[src/rtl/rbz_layer_compositor.sv]
// rbz_layer_compositor
//   Three-stage pixel compositor. It picks one colour per pixel from NUM_LAYERS
//   prioritised overlay layers (layer 0 wins), or from a split-screen
//   background, and then optionally reduces the colour depth with 2x2 ordered
//   dither. Syncs and positions go through the same three registers as the
//   colour, so every output stays aligned.
//   The layer mask, background colours and split column are held in shadow
//   registers. They are copied to the active set only on a frame-end strobe.
// Ports
//   clk, reset          pixel clock, synchronous active-high reset
//   i_hpos/i_vpos       beam position from vga_sync
//   i_hsync/i_vsync     active-high syncs
//   i_visible           pixel lies inside the visible area
//   i_layer_en/_rgb     per-layer presence flags and packed {R,G,B} colours
//   i_cfg_*             new mask/backgrounds/split, captured on i_cfg_valid
//   i_frame_end         strobe that applies the pending shadow config
//   o_hsync_n/o_vsync_n delayed, inverted syncs
//   o_rgb               composited (depth-reduced) colour
//   o_hpos/o_vpos       positions aligned with o_rgb
//   o_cfg_pending       shadow holds config not yet applied
module rbz_layer_compositor #(
    parameter int NUM_LAYERS  = 4,
    parameter int CH_BITS     = 2,
    parameter int OUT_CH_BITS = 2,
    parameter int DITHER      = 0,
    parameter int H_VIEW      = 640
) (
    input  logic                              clk,
    input  logic                              reset,
    input  logic [9:0]                        i_hpos,
    input  logic [9:0]                        i_vpos,
    input  logic                              i_hsync,
    input  logic                              i_vsync,
    input  logic                              i_visible,
    input  logic [NUM_LAYERS-1:0]             i_layer_en,
    input  logic [NUM_LAYERS*3*CH_BITS-1:0]   i_layer_rgb,
    input  logic [NUM_LAYERS-1:0]             i_cfg_mask,
    input  logic [3*CH_BITS-1:0]              i_cfg_bg_left,
    input  logic [3*CH_BITS-1:0]              i_cfg_bg_right,
    input  logic [9:0]                        i_cfg_split,
    input  logic                              i_cfg_valid,
    input  logic                              i_frame_end,
    output logic                              o_hsync_n,
    output logic                              o_vsync_n,
    output logic [3*OUT_CH_BITS-1:0]          o_rgb,
    output logic [9:0]                        o_hpos,
    output logic [9:0]                        o_vpos,
    output logic                              o_cfg_pending
);

    localparam int CW  = 3 * CH_BITS;
    localparam int OW  = 3 * OUT_CH_BITS;
    localparam int D   = CH_BITS - OUT_CH_BITS;
    localparam int DS  = (D > 0) ? D : 0;
    localparam int TSH = (D >= 2) ? D - 2 : 0;

    // Default backgrounds: half-scale grey on the left, quarter-scale on the right.
    localparam logic [CH_BITS-1:0] BG_CH   = CH_BITS'(1) << (CH_BITS - 1);
    localparam logic [CH_BITS-1:0] BG_CH_R = BG_CH >> 1;
    localparam logic [CW-1:0]      BG_L    = {3{BG_CH}};
    localparam logic [CW-1:0]      BG_R    = {3{BG_CH_R}};
    localparam logic [9:0]         SPLIT0  = 10'(H_VIEW / 2);

    generate
        if (OUT_CH_BITS > CH_BITS) begin : g_bad_width
            $error("rbz_layer_compositor: OUT_CH_BITS must not exceed CH_BITS");
        end
        if (DITHER != 0 && D < 2) begin : g_bad_dither
            $error("rbz_layer_compositor: DITHER needs CH_BITS-OUT_CH_BITS >= 2");
        end
    endgenerate

    // ---------------- configuration (shadow / active) ----------------
    logic [NUM_LAYERS-1:0] act_mask, sh_mask;
    logic [CW-1:0]         act_bg_left, act_bg_right, sh_bg_left, sh_bg_right;
    logic [9:0]            act_split, sh_split;

    always_ff @(posedge clk) begin
        if (reset) begin
            act_mask      <= '1;
            act_bg_left   <= BG_L;
            act_bg_right  <= BG_R;
            act_split     <= SPLIT0;
            sh_mask       <= '1;
            sh_bg_left    <= BG_L;
            sh_bg_right   <= BG_R;
            sh_split      <= SPLIT0;
            o_cfg_pending <= 1'b0;
        end else if (i_cfg_valid) begin
            sh_mask     <= i_cfg_mask;
            sh_bg_left  <= i_cfg_bg_left;
            sh_bg_right <= i_cfg_bg_right;
            sh_split    <= i_cfg_split;
            // A strobe coinciding with frame end skips the shadow wait.
            if (i_frame_end) begin
                act_mask      <= i_cfg_mask;
                act_bg_left   <= i_cfg_bg_left;
                act_bg_right  <= i_cfg_bg_right;
                act_split     <= i_cfg_split;
                o_cfg_pending <= 1'b0;
            end else begin
                o_cfg_pending <= 1'b1;
            end
        end else if (i_frame_end && o_cfg_pending) begin
            act_mask      <= sh_mask;
            act_bg_left   <= sh_bg_left;
            act_bg_right  <= sh_bg_right;
            act_split     <= sh_split;
            o_cfg_pending <= 1'b0;
        end
    end

    // ---------------- S1: register ----------------
    // The background choice is made here, so split/bg changes line up with the
    // same input pixel as mask changes.
    logic [9:0]               s1_hpos, s1_vpos;
    logic                     s1_hsync, s1_vsync, s1_visible;
    logic [NUM_LAYERS-1:0]    s1_en;
    logic [NUM_LAYERS*CW-1:0] s1_rgb;
    logic [CW-1:0]            s1_bg;

    always_ff @(posedge clk) begin
        if (reset) begin
            s1_hpos    <= '0;
            s1_vpos    <= '0;
            s1_hsync   <= 1'b0;
            s1_vsync   <= 1'b0;
            s1_visible <= 1'b0;
            s1_en      <= '0;
            s1_rgb     <= '0;
            s1_bg      <= '0;
        end else begin
            s1_hpos    <= i_hpos;
            s1_vpos    <= i_vpos;
            s1_hsync   <= i_hsync;
            s1_vsync   <= i_vsync;
            s1_visible <= i_visible;
            s1_en      <= i_layer_en & act_mask;
            s1_rgb     <= i_layer_rgb;
            s1_bg      <= (i_hpos < act_split) ? act_bg_left : act_bg_right;
        end
    end

    // ---------------- S2: select ----------------
    logic [CW-1:0] sel_rgb;
    logic          sel_found;

    always_comb begin
        sel_rgb   = s1_bg;
        sel_found = 1'b0;
        for (int unsigned k = 0; k < NUM_LAYERS; k++) begin
            if (!sel_found && s1_en[k]) begin
                sel_rgb   = s1_rgb[k*CW +: CW];
                sel_found = 1'b1;
            end
        end
        if (!s1_visible)
            sel_rgb = '0;
    end

    logic [9:0]    s2_hpos, s2_vpos;
    logic          s2_hsync, s2_vsync;
    logic [CW-1:0] s2_rgb;

    always_ff @(posedge clk) begin
        if (reset) begin
            s2_hpos  <= '0;
            s2_vpos  <= '0;
            s2_hsync <= 1'b0;
            s2_vsync <= 1'b0;
            s2_rgb   <= '0;
        end else begin
            s2_hpos  <= s1_hpos;
            s2_vpos  <= s1_vpos;
            s2_hsync <= s1_hsync;
            s2_vsync <= s1_vsync;
            s2_rgb   <= sel_rgb;
        end
    end

    // ---------------- S3: depth reduction ----------------
    logic [1:0]         bayer_val;
    logic [CH_BITS-1:0] thr, chan, shifted;
    logic [CH_BITS:0]   sum;
    logic [OW-1:0]      depth_rgb;

    always_comb begin
        case ({s2_vpos[0], s2_hpos[0]})
            2'd0:    bayer_val = 2'd0;
            2'd1:    bayer_val = 2'd2;
            2'd2:    bayer_val = 2'd3;
            default: bayer_val = 2'd1;
        endcase
        thr       = CH_BITS'(bayer_val) << TSH;
        chan      = '0;
        sum       = '0;
        shifted   = '0;
        depth_rgb = '0;
        for (int unsigned c = 0; c < 3; c++) begin
            chan = s2_rgb[c*CH_BITS +: CH_BITS];
            sum  = {1'b0, chan};
            if (DITHER != 0) begin
                // Wide add, then clamp to full scale instead of wrapping.
                sum = {1'b0, chan} + {1'b0, thr};
                if (sum[CH_BITS])
                    sum = {1'b0, {CH_BITS{1'b1}}};
            end
            shifted = sum[CH_BITS-1:0] >> DS;
            depth_rgb[c*OUT_CH_BITS +: OUT_CH_BITS] = shifted[OUT_CH_BITS-1:0];
        end
    end

    always_ff @(posedge clk) begin
        if (reset) begin
            o_rgb     <= '0;
            o_hsync_n <= 1'b1;
            o_vsync_n <= 1'b1;
            o_hpos    <= '0;
            o_vpos    <= '0;
        end else begin
            o_rgb     <= depth_rgb;
            o_hsync_n <= ~s2_hsync;
            o_vsync_n <= ~s2_vsync;
            o_hpos    <= s2_hpos;
            o_vpos    <= s2_vpos;
        end
    end

endmodule

[config.mk]
export PLATFORM = sky130hd
export DESIGN_NAME = rbz_layer_compositor
export DESIGN_NICKNAME = d
export VERILOG_FILES = /design/src/rtl/rbz_layer_compositor.sv
export SDC_FILE = /design/constraint.sdc
export NUM_CORES = 1
export LEC_CHECK = 0
export ABC_AREA = 0
export CAP_MARGIN = 25
export CELL_PAD_IN_SITES_DETAIL_PLACEMENT = 1
export CELL_PAD_IN_SITES_GLOBAL_PLACEMENT = 2
export CORE_MARGIN = 1
export CORE_UTILIZATION = 36
export CTS_BUF_LIST = sky130_fd_sc_hd__clkbuf_2
export DETAILED_ROUTE_END_ITERATION = 8
export HOLD_SLACK_MARGIN = 0.02
export PLACE_DENSITY_LB_ADDON = 0.1
export SLEW_MARGIN = 15
export SYNTH_ARGS = -nofsm -noshare
export SYNTH_HDL_FRONTEND = slang
export SYNTH_SLANG_ARGS = --single-unit
export TNS_END_PERCENT = 30
[constraint.sdc]
create_clock -name clk -period 3.88 [get_ports clk]
set_input_delay 0.776 -clock clk [delete_from_list [all_inputs] [get_ports clk]]
set_output_delay 0.776 -clock clk [all_outputs]
set_load 0.01 [all_outputs]
==> run_1/layer_met1.png <==
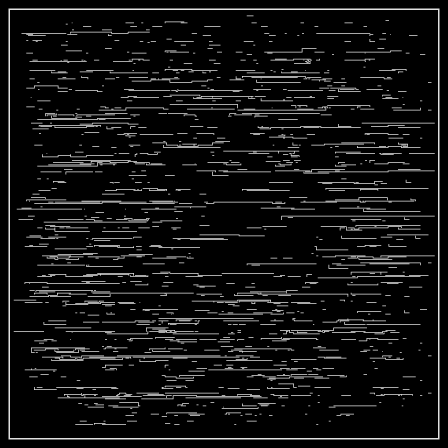
- nets with wire on the layer: 621
- wire length on this layer: 4990 um

==> run_1/layer_met2.png <==
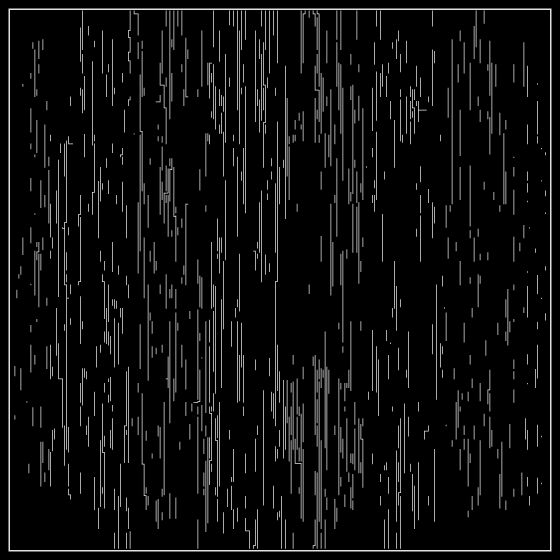
- nets with wire on the layer: 592
- wire length on this layer: 4930 um
- main direction: vertical
- share of all routed wire: 47%

==> run_1/layer_met3.png <==
The bar under the picture is 20 um long.
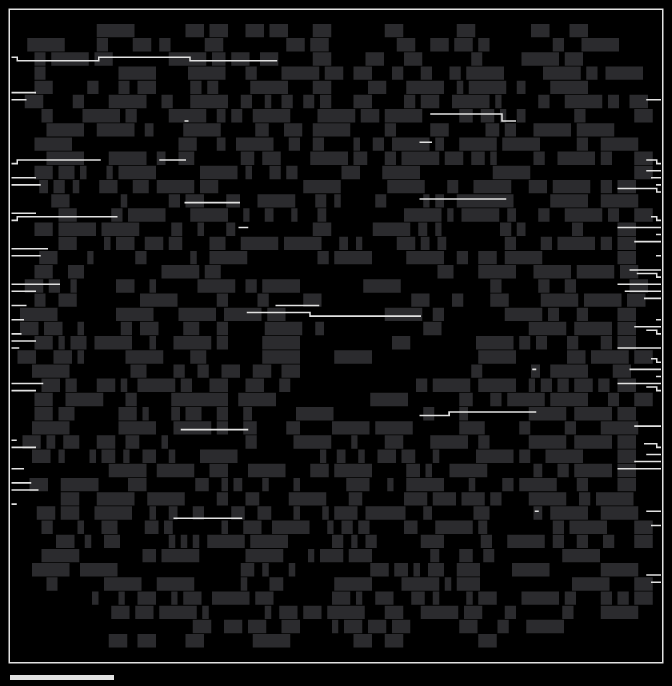
- wire length on this layer: 452 um
- longest straight run: 21.2 um
- nets with wire on the layer: 60
- share of all routed wire: 4.3%
- main direction: horizontal

==> run_1/congestion.png <==
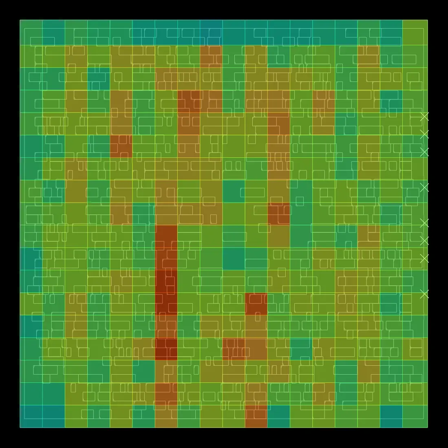
met2 GRT Util: 0.236
final core occ: 0.471
routed len/inst: 13.3 um
met1 Usage GRT: 0.182
busiest grt layer: met2

==> impl_metrics.tcl, run 1 <==
# implementation run metrics
set metrics [dict create \
    status "complete, but fails checks" \
    violations "DRC" \
    num_rows 44 \
    route.met2.wl_um 4930 \
    clockNetworkAreaShare 0.0332 \
    crit_start "o_cfg_pending" \
    drc_errors 16 \
    yosysMostFrequentCell "dfxtp_1" \
    edf_count 0 \
    yosys.area.top_type_share 0.610 \
    port_buffers 109 \
    setup_viol 0 \
    power-top-group "sequential cells" \
    grt_pass1_vias 3638 \
    syn-instance-count 495 \
    power_switching_w 0.000750 \
    most-common-layout-cells "166 x dfxtp_1, 107 x clkdlybuf4s50_1, 95 x nor2b_1, 52 x nor2_1, 44 x mux2i_1" \
    stdcell_count 793 \
    min_period_ns 2.45 \
    max-slew-margin-rel 0.369 \
    max_freq_mhz 409 \
    top_area_cell "dfxtp_1" \
    die_x_um 125 \
    endpoint_kind "output pin" \
    hold_depth 1 \
    largest-register "s1_rgb" \
    pg_seq_w 0.00183 \
    yosysWarnings 0 \
    critical-path-max-stage-delay_ns 0.55 \
    sh_comb_area 0.286 \
    ys_ff 166 \
    flop_cell "dfxtp_1" \
    crit_family "buffers and inverters" \
    path_cells "clkdlybuf4s50_1" \
    setup_tns_ns 0 \
    rr_endpoint "s1_bg[2]" \
    die_y_um 125 \
    rsz0062_at_grt "false" \
    synthesis.area_mm2 0.00545 \
    areaGrowthSynthToFinish_pct 26.7 \
    combGateArea_mm2 0.00197 \
    layout.nets 686 \
    internal_power_w 0.00227 \
    ir_worst_vdd_mv 0.190 \
    grt_pass1_wl_um 17800 \
    drive_gt1_frac 0.0657 \
    r2r_slack_ns 1.86 \
    grt_overflow_total 0 \
    worst-r2r-cell-count 6 \
    synthTopCellsByArea "dfxtp_1 61%, nor2b_1 11%, mux2i_1 8.1%" \
    vias 3560 \
    synthTopLogicFamily "simple AND/OR/NAND/NOR gates" \
    crit_cells 1 \
    taps 184 \
    endpoint "o_cfg_pending" \
    cts_tree "built" \
    n_all_inverters 9 \
    cts_inserted_buffers 17 \
    drt-met1-wl_um 4990 \
    yosys.area_share.simple 0.198 \
    cts_hold_buf 0 \
    grt_max_degree 87 \
    hold_path.class "reg -> reg" \
    critPathMaxFanout 3 \
    yosys-stat-area_mm2 0.00545 \
    p_clk_w 0.000872 \
    drt_iter0_drc 184 \
    top_layer "met4" \
    post-place-ws_ns 0.994 \
    hold_end "o_vsync_n" \
    seq_share 0.482 \
    period_used_share 0.631 \
    lay_top_count "dfxtp_1" \
    syn-num-nets 585 \
    synthArstFlopShare 0 \
    worstPathRequired_ns 3.10 \
    final_max_slew_viol_count 0 \
    buffer_area_frac 0.161 \
    clock_buffers 19 \
    p_leak_nw 2.78 \
    p_seq_frac 0.606 \
    met3_usage 0.0436 \
    max-cap-violations 0 \
    drtPass1Iterations 6 \
    crit_type "reg -> out" \
    htree_levels 4 \
    flops 166 \
    synth.distinct_cells 26 \
    power_frac_comb 0.105 \
    die-area_mm2 0.0156 \
    cts_root_buffer "clkbuf_2" \
    pg_comb_w 0.000319 \
    ctsLongestPathBuffers 2 \
    largest_reg_flops 24 \
    worstMarginPinSlew_ns 0.947 \
    grt_util_all_layers 0.148 \
    hp-start "s2_vsync" \
    dp_hpwl_um 7350 \
    setup_ws_ns 1.43 \
    ys_seq_share 0.610 \
    ys_sh_aoi 0.0618 \
    seq_area_mm2 0.00332 \
    comb_cells 291 \
    ant_nets 0 \
    power.total_w 0.00302 \
    totalWireLength_um 10600 \
    r2r_start "act_split[7]" \
    cts_sinks 166 \
    yosys-top-cells-count "166 x dfxtp_1, 96 x nor2b_1, 52 x nor2_1" \
]
==> run 2: changes to the inputs <==
--- a/config.mk
+++ b/config.mk
@@ -10,7 +10,7 @@
 export CELL_PAD_IN_SITES_DETAIL_PLACEMENT = 1
 export CELL_PAD_IN_SITES_GLOBAL_PLACEMENT = 2
 export CORE_MARGIN = 1
-export CORE_UTILIZATION = 36
+export CORE_UTILIZATION = 34
 export CTS_BUF_LIST = sky130_fd_sc_hd__clkbuf_2
 export DETAILED_ROUTE_END_ITERATION = 8
 export HOLD_SLACK_MARGIN = 0.02
==> constraint.sdc (replaced) <==
create_clock -name clk -period 2.5 [get_ports clk]
set_input_delay 0.5 -clock clk [delete_from_list [all_inputs] [get_ports clk]]
set_output_delay 0.5 -clock clk [all_outputs]
set_load 0.01 [all_outputs]
==> run_2/layer_met1.png <==
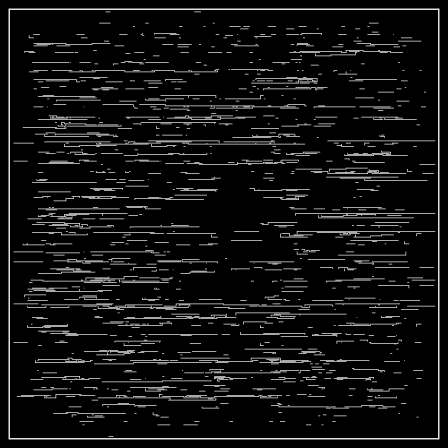
- nets with wire on the layer: 625
- main direction: horizontal
- longest straight run: 41.9 um
- wire length on this layer: 5060 um

==> run_2/congestion.png <==
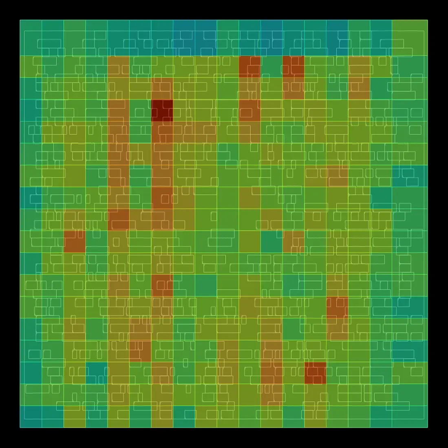
met1 Usage GRT: 0.166
routed len/inst: 13.4 um
final core occ: 0.456
met2 GRT Util: 0.245

==> run_2/layer_met2.png <==
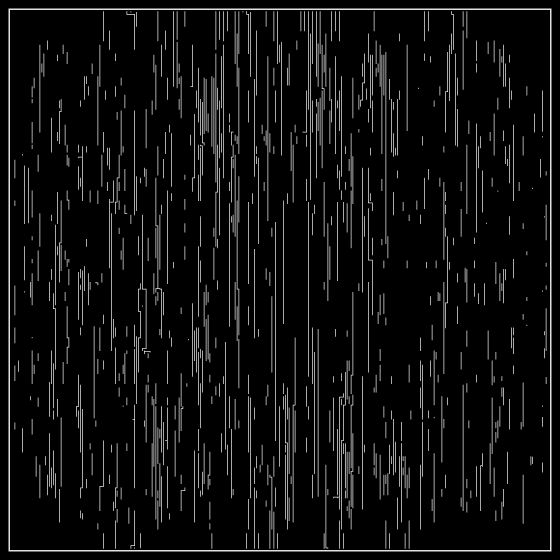
- main direction: vertical
- nets with wire on the layer: 604
- wire length on this layer: 5410 um
- share of all routed wire: 49%
total number of vias: 3592
Total Wirelength: 11000 um

==> run 2 against run 1 <==
Die area is 5.8% higher. Clock power is 86% higher. Largest cell class unchanged. Routed wire length is 4.6% higher. Hold slack worse by 0.19 ns. Synthesized area stayed put. Via count is 0.90% higher. Critical path type unchanged. The flow now finishes without violations. Sequential share of layout area is 0.92 points lower. Flip-flop count stayed put.
==> impl_metrics.tcl, run 2 <==
# implementation run metrics
set metrics [dict create \
    yosys-stat-area_mm2 0.00545 \
    syn-instance-count 495 \
    power_frac_comb 0.101 \
    lay_top_count "dfxtp_1" \
    htree_levels 4 \
    power-top-group "sequential cells" \
    ys_sh_aoi 0.0618 \
    seq_area_mm2 0.00332 \
    grt_overflow_total 0 \
    flops 166 \
    synthesis.area_mm2 0.00545 \
    cts_inserted_buffers 17 \
    drt-met1-wl_um 5060 \
    grt.busiest_layer "met2" \
    cts_sinks 166 \
    endpoint_kind "output pin" \
    met3_usage 0.0395 \
    max-cap-violations 0 \
    final_max_slew_viol_count 0 \
    hold_end "sh_mask[3]" \
    internal_power_w 0.00375 \
    n_all_inverters 9 \
    most-common-layout-cells "166 x dfxtp_1, 107 x clkdlybuf4s50_1, 95 x nor2b_1, 52 x nor2_1, 44 x mux2i_1" \
    max-slew-margin-rel 0.611 \
    crit_type "reg -> out" \
    post-place-ws_ns -0.0694 \
    flop_cell "dfxtp_1" \
    dp_hpwl_um 7850 \
    crit_family "buffers and inverters" \
    rsz0062_at_grt "false" \
    pg_comb_w 0.000500 \
    p_clk_w 0.00162 \
    hp-start "i_cfg_valid" \
    worstPathRequired_ns 2.00 \
    min_period_ns 2.18 \
    r2r_start "act_split[7]" \
    clock_buffers 18 \
    num_rows 45 \
    max_freq_mhz 459 \
    port_buffers 109 \
    top_layer "met4" \
    rr_endpoint "s1_bg[3]" \
    ir_worst_vdd_mv 0.259 \
    top_area_cell "dfxtp_1" \
    ctsLongestPathBuffers 2 \
    layout.nets 690 \
    die_x_um 129 \
    drive_gt1_frac 0.0718 \
    crit_cells 1 \
    grt_pass1_wl_um 17700 \
    cts_root_buffer "clkbuf_2" \
    cts_tree "built" \
    drc_errors 0 \
    setup_viol 0 \
    grt_pass1_vias 3577 \
    period_used_share 0.871 \
    status "finished clean" \
    worstMarginPinSlew_ns 0.579 \
    path_cells "clkdlybuf4s50_1" \
    r2r_slack_ns 0.53 \
    seq_share 0.472 \
    drtPass1Iterations 4 \
    clockNetworkAreaShare 0.0411 \
    syn-num-nets 585 \
]
==> run_2/layer_met3.png <==
The bar under the picture is 50 um long.
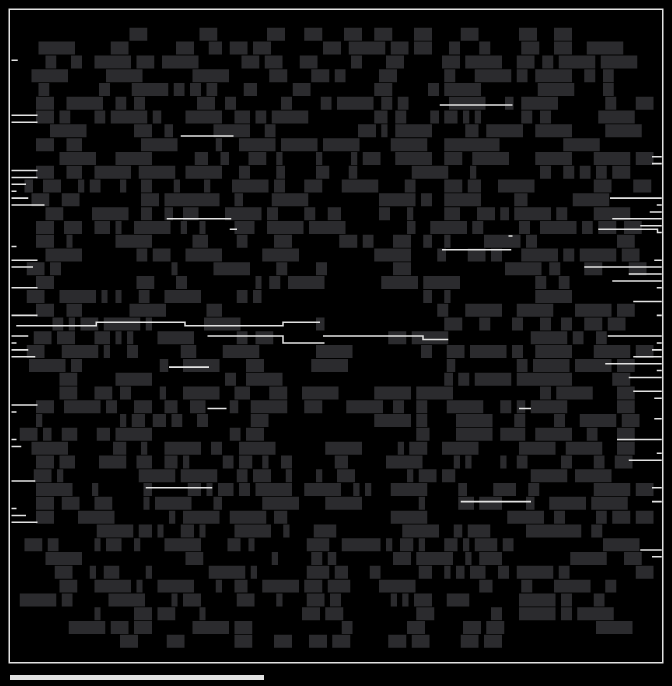

==> run 3: changes to the inputs <==
--- a/config.mk
+++ b/config.mk
@@ -14,6 +14,7 @@
 export CTS_BUF_LIST = sky130_fd_sc_hd__clkbuf_2
 export DETAILED_ROUTE_END_ITERATION = 8
 export HOLD_SLACK_MARGIN = 0.02
+export MAX_ROUTING_LAYER = met4
 export PLACE_DENSITY_LB_ADDON = 0.1
 export SLEW_MARGIN = 15
 export SYNTH_ARGS = -nofsm -noshare
==> run_3/layer_met3.png <==
The bar under the picture is 50 um long.
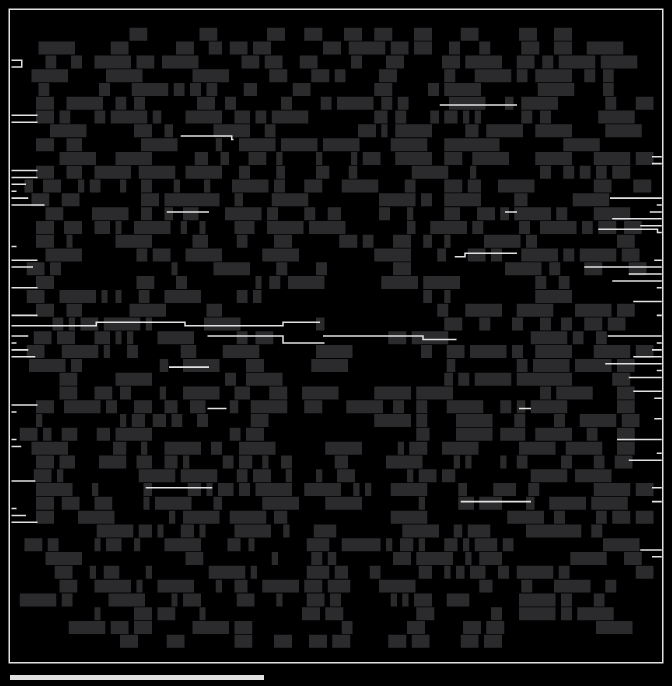
- nets with wire on the layer: 59
- wire length on this layer: 436 um
- longest straight run: 19.6 um
- share of all routed wire: 3.9%
- main direction: horizontal
met3 Use GR: 0.0370
Total Wirelength: 11100 um
total number of vias: 3585

==> run_3/congestion.png <==
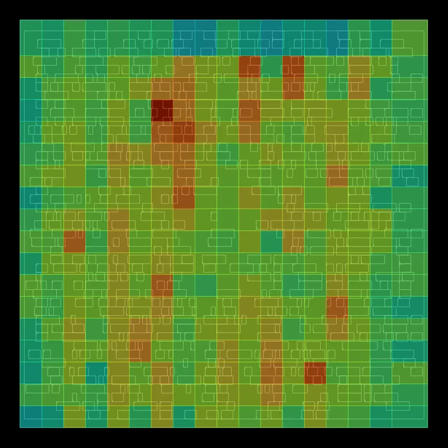
met1 Usage GRT: 0.167
met2 GRT Util: 0.245

==> run_3/layer_met4.png <==
The bar under the picture is 50 um long.
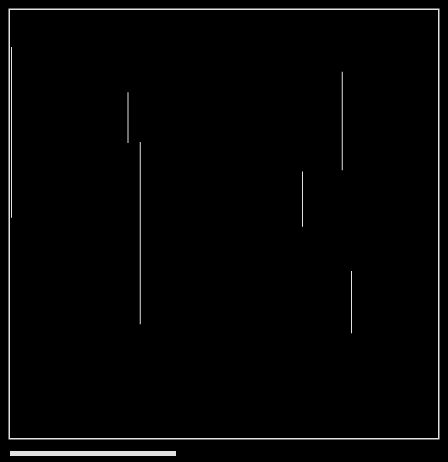
- longest straight run: 54.4 um
- main direction: vertical
- nets with wire on the layer: 2

==> run 3 against run 2 <==
Power about the same. Synthesized cell count unchanged. Global-route usage increased by 0.47 points. Sequential share of layout area unchanged. Clock power about the same. Via count decreased by 0.19%. Routed wire length about the same. Utilization unchanged. Clock-buffer cell count unchanged. Critical endpoint unchanged. Largest cell class unchanged. Largest power group unchanged.
==> impl_metrics.tcl, run 3 <==
# implementation run metrics
set metrics [dict create \
    clockNetworkAreaShare 0.0411 \
    p_leak_nw 2.83 \
    avgRoutedWirePerCell_um 13.4 \
    worst-r2r-cell-count 6 \
    comb_cells 291 \
    most-common-layout-cells "166 x dfxtp_1, 107 x clkdlybuf4s50_1, 95 x nor2b_1, 52 x nor2_1, 44 x mux2i_1" \
    ys_ff 166 \
    ys_sh_aoi 0.0618 \
    drt-met1-wl_um 5060 \
    r2r_slack_ns 0.52 \
    edf_count 0 \
    hold_end "sh_mask[3]" \
    power-top-group "sequential cells" \
    max-cap-violations 0 \
    hp-start "i_cfg_valid" \
    cts_inserted_buffers 17 \
    critPathMaxFanout 3 \
    endpoint_kind "output pin" \
    cts_sinks 166 \
    taps 211 \
    setup_tns_ns 0 \
    cts_root_buffer "clkbuf_2" \
    die_x_um 129 \
    path_cells "clkdlybuf4s50_1" \
    drive_gt1_frac 0.0718 \
    synthTopCellsByArea "dfxtp_1 61%, nor2b_1 11%, mux2i_1 8.1%" \
    dp_hpwl_um 7850 \
    layout.nets 690 \
    yosys-stat-area_mm2 0.00545 \
    synthTopLogicFamily "simple AND/OR/NAND/NOR gates" \
    cts_tree "built" \
    yosysMostFrequentCell "dfxtp_1" \
    flop_cell "dfxtp_1" \
    crit_start "o_cfg_pending" \
    pg_seq_w 0.00285 \
    areaGrowthSynthToFinish_pct 29.2 \
    power.total_w 0.00496 \
    yosys.area.top_type_share 0.610 \
    ir_worst_vdd_mv 0.259 \
    power_frac_comb 0.101 \
    pg_comb_w 0.000500 \
    drtPass1Iterations 3 \
    ant_nets 0 \
    post-place-ws_ns -0.0694 \
    clock_buffers 18 \
    sh_comb_area 0.281 \
    top_area_cell "dfxtp_1" \
    seq_area_mm2 0.00332 \
    grt_util_all_layers 0.147 \
    seq_share 0.472 \
    flops 166 \
    final_max_slew_viol_count 0 \
    route.met2.wl_um 5370 \
    die_y_um 129 \
    worstMarginPinSlew_ns 0.579 \
    crit_type "reg -> out" \
    worstPathRequired_ns 2.00 \
    lay_top_count "dfxtp_1" \
    rr_endpoint "s1_bg[3]" \
    cts_hold_buf 0 \
    yosys.area_share.simple 0.198 \
    period_used_share 0.874 \
    rsz0062_at_grt "false" \
    top_layer "met4" \
    final_core_util 0.456 \
    setup_viol 0 \
    die-area_mm2 0.0165 \
    combGateArea_mm2 0.00197 \
    grt_max_degree 61 \
    largest-register "s1_rgb" \
    stdcell_count 825 \
    grt_pass1_vias 3580 \
    max_freq_mhz 458 \
    hold_path.class "in -> reg" \
    max-slew-margin-rel 0.611 \
    num_rows 45 \
    htree_levels 4 \
    critical-path-max-stage-delay_ns 0.56 \
    ys_seq_share 0.610 \
    syn-num-nets 585 \
    ctsLongestPathBuffers 2 \
    hold_depth 3 \
    status "finished clean" \
    p_clk_w 0.00162 \
    yosysWarnings 0 \
    synth.distinct_cells 26 \
    min_period_ns 2.18 \
    yosys-top-cells-count "166 x dfxtp_1, 96 x nor2b_1, 52 x nor2_1" \
    r2r_start "act_split[7]" \
    crit_family "buffers and inverters" \
]
Power is estimated from default activity; no workload was simulated.
